Fig. 1: the metal 1 layer
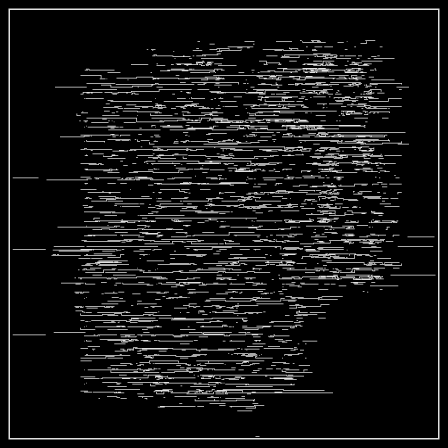
Fig. 2: the metal 2 layer
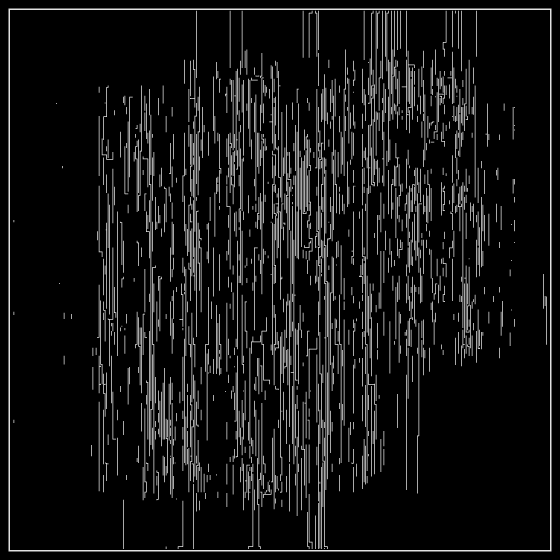
Fig. 3: the metal 3 layer
Bar = 50 µm.
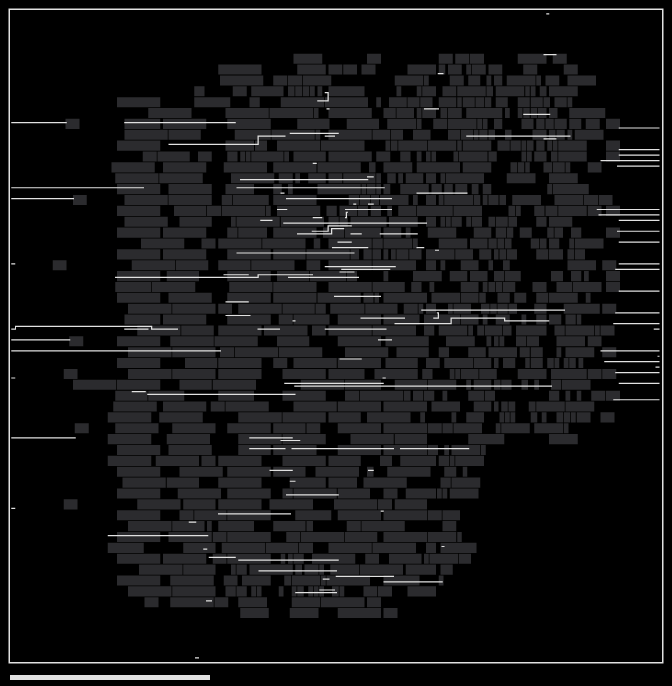
Fig. 4: metal 4
Bar = 50 µm.
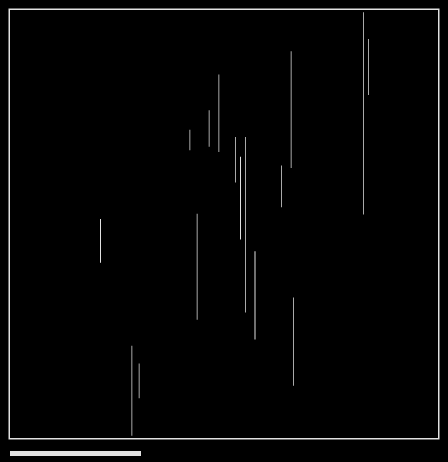
==> config.mk <==
export PLATFORM = sky130hd
export DESIGN_NAME = plot_receiver
export DESIGN_NICKNAME = d
export VERILOG_FILES = /design/src/rtl/plot_receiver.sv
export SDC_FILE = /design/constraint.sdc
export NUM_CORES = 1
export LEC_CHECK = 0
export CORE_MARGIN = 10
export CORE_UTILIZATION = 50
export CTS_CLUSTER_DIAMETER = 40
export DETAILED_ROUTE_END_ITERATION = 10
export PLACE_DENSITY = 0.79
export SYNTH_ARGS = -nofsm -noshare
export SYNTH_HDL_FRONTEND = slang
export SYNTH_SLANG_ARGS = --single-unit
==> constraint.sdc <==
create_clock -name clock -period 4.25 [get_ports clock]
set_input_delay 0.85 -clock clock [delete_from_list [all_inputs] [get_ports clock]]
set_output_delay 0.85 -clock clock [all_outputs]
set_load 0.02 [all_outputs]
==> run notes <==
impl run done, here's what came out: layout cell share with drive strength beyond 1 15.77%, CP Max Fanout 22, setup TNS 0 ns, Late-Pin Clk Latency 0.54 ns, worst hold path type flip-flop to flip-flop, Synth Register Bits 252, synth warn 0, Slew HR 37.83%, RSZ-0062 raised after global routing false, Cells after Synth 681, outcome finished clean, worst reg-to-reg path cell count 10, initial antenna violation count 2, Cells after DPL 1000, Synth-to-Final Area Change 19.41%, Crit Path Category input pin to flip-flop, Iteration-0 DRC Markers 380, via density per instance 5.563, final design utilization 60.65%, flop2flop setup slack 1.35 ns, CTS tree built, WHS Path Cells 2, cts hold-fix bufs 0, I/O pins 71, gr usage total 15.21%, die width 163.1 µm, Yosys cell types 55, top_reg_cell synth edfxtp_1, async set or reset register ratio after synthesis 0%, Worst setup SP type input pin, pre-placement core utilization 50.79%, Mean Syn Cell Area 15.04 µm², worst hold slack 0.4503 ns, ANT cells 0, critical path arrival 3.32 ns, Port Buffers 70, number of enable flip-flop cells 176, final setup fails 0, Total Nets Final 817, Synth Seq Share 66.44%, CTS Buf Count 30, Mapped Nets 736, vias in the first global route 6109, post-CTS resize count 0, crit path time final 3.129 ns, clock-pin transition on the worst setup and hold timing paths 0.05 ns, YS chip area 10240 µm², final worst path period share 73.62%, CTS Root Cell clkbuf_16, post-DP HPWL 12600 µm, Wirelength per Cell 19.32 µm, non-filler instance count after layout 1050, Worst setup EP type flip-flop, Pre-Repair DR Iteration Count 4, most instantiated logic cells after routing 176 x edfxtp_1, 74 x dfxtp_1, 69 x clkdlybuf4s50_1, total global routing overflow 0, skew final 0.009541 ns, max reg flops 176, largest net degree at the start of global routing 52, CTS H-tree depth 1, Core ar. 20170 µm², gpl congestion 0.7942, WP data required 4.44 ns, # rows 52, Fmax 319.6 MHz, tool warning count 28, Longest Clk Path Bufs 3, Sink Count 252, first-pass GRT wire length 32590 µm
## Picture notes: Fig. 1
main direction	horizontal
wire length on this layer	8320 µm
share of all routed wire	41%
via count: 5841
routed wire length: 20280 µm

## Picture notes: Fig. 2
main direction	vertical
nets with wire on the layer	708
share of all routed wire	50%
met2 Usage GRT: 25.94%

## Picture notes: Fig. 3
wire length on this layer	1400 µm
nets with wire on the layer	73
main direction	horizontal
longest straight run	64.2 µm
GR Util met3: 3.146%

## Picture notes: Fig. 4
wire length on this layer	493 µm
main direction	vertical
nets with wire on the layer	13

[synthesized netlist by cell type (all sizes together) (3+ instances only)]
| library cell | instances | share of area [%] |
|---|---|---|
| mux2i | 25 | 2.4 |
| a211oi | 28 | 2.1 |
| xor2 | 16 | 1.4 |
| nand2b | 4 | 0.24 |
| mux4 | 44 | 9.7 |
| nand3 | 12 | 0.64 |
| a21oi | 23 | 1.1 |
| nand2 | 43 | 1.6 |
| nor4 | 3 | 0.33 |
| edfxtp | 176 | 52 |
| nor2b | 4 | 0.24 |
| and3 | 3 | 0.18 |
| nand3b | 6 | 0.44 |
| inv | 18 | 0.66 |
| nor2 | 66 | 2.4 |
| xnor2 | 11 | 0.94 |
| or3b | 4 | 0.37 |
| nor3 | 8 | 0.39 |
| buf | 11 | 0.51 |
| ha | 26 | 3.2 |
| o21ai | 10 | 0.49 |
| nor4b | 3 | 0.26 |
| dfxtp | 76 | 15 |
| nand4 | 7 | 0.43 |
| clkbuf | 24 | 0.88 |
| fa | 3 | 0.59 |
| a21o | 4 | 0.29 |
[power breakdown]
group,internal (W),switching (W),leakage [nW],total [W]
Combinational,0.000961,0.00105,1.42,0.00201
Sequential,0.00285,0.000251,2.21,0.00310
Clock,0.00139,0.000957,0.449,0.00235
[stage by stage]
step	power, W	instance area [µm²]	setup WS (ns)
finish	0.007458	12230	1.121
global route	0.007873	12230	0.9983
CTS	0.007538	12230	1.121
detailed placement	0.005162	11310	0.5845
global placement	0.005091	11310	0.8049
floorplan	0.004564	10250	-0.0006835
[area by class of cell]
| type | count | area [µm²] |
|---|---|---|
| clock buffers | 34 | 787.0 |
| inverters | 18 | 67.56 |
| clock inverters | 16 | 138.9 |
| fillers | 1449 | 7936 |
| repair buffers | 84 | 800.8 |
| multi-input cells | 376 | 3292 |
| well taps | 270 | 337.8 |
| flip-flops and latches | 252 | 6809 |
[critical path: stages]
cell	delay (ns)
clkdlybuf4s50_1	0.54
o21ai_1	0.38
nand3_1	0.13
nor2_1	0.24
inv_1	0.16
or2_1	0.35
nor4b_4	0.27
buf_4	0.39
[cells by family after synthesis]
logic type | Yosys count | share of synthesized area [%]
and+or+nand+nor | 173 | 8.244
muxes | 69 | 12.12
AOI/OAI and AO/OA | 78 | 5.081
xor gates and xnor gates | 27 | 2.308
DFF | 252 | 66.44
adders and majority gates | 29 | 3.762
buffers and inverters | 53 | 2.052
[metal layers]
layer / track usage, % / routed length (µm) / up-vias / part of all wire, %
li1: - / - / 2748 / -
met1: 18.97 / 8318 / 2873 / 41
met2: 25.94 / 10050 / 177 / 50
met3: 3.146 / 1398 / 41 / 6.9
met4: 4.918 / 493 / 2 / 2.4
met5: 0 / 20 / - / 0.099
Power and IR drop assume default switching activity.
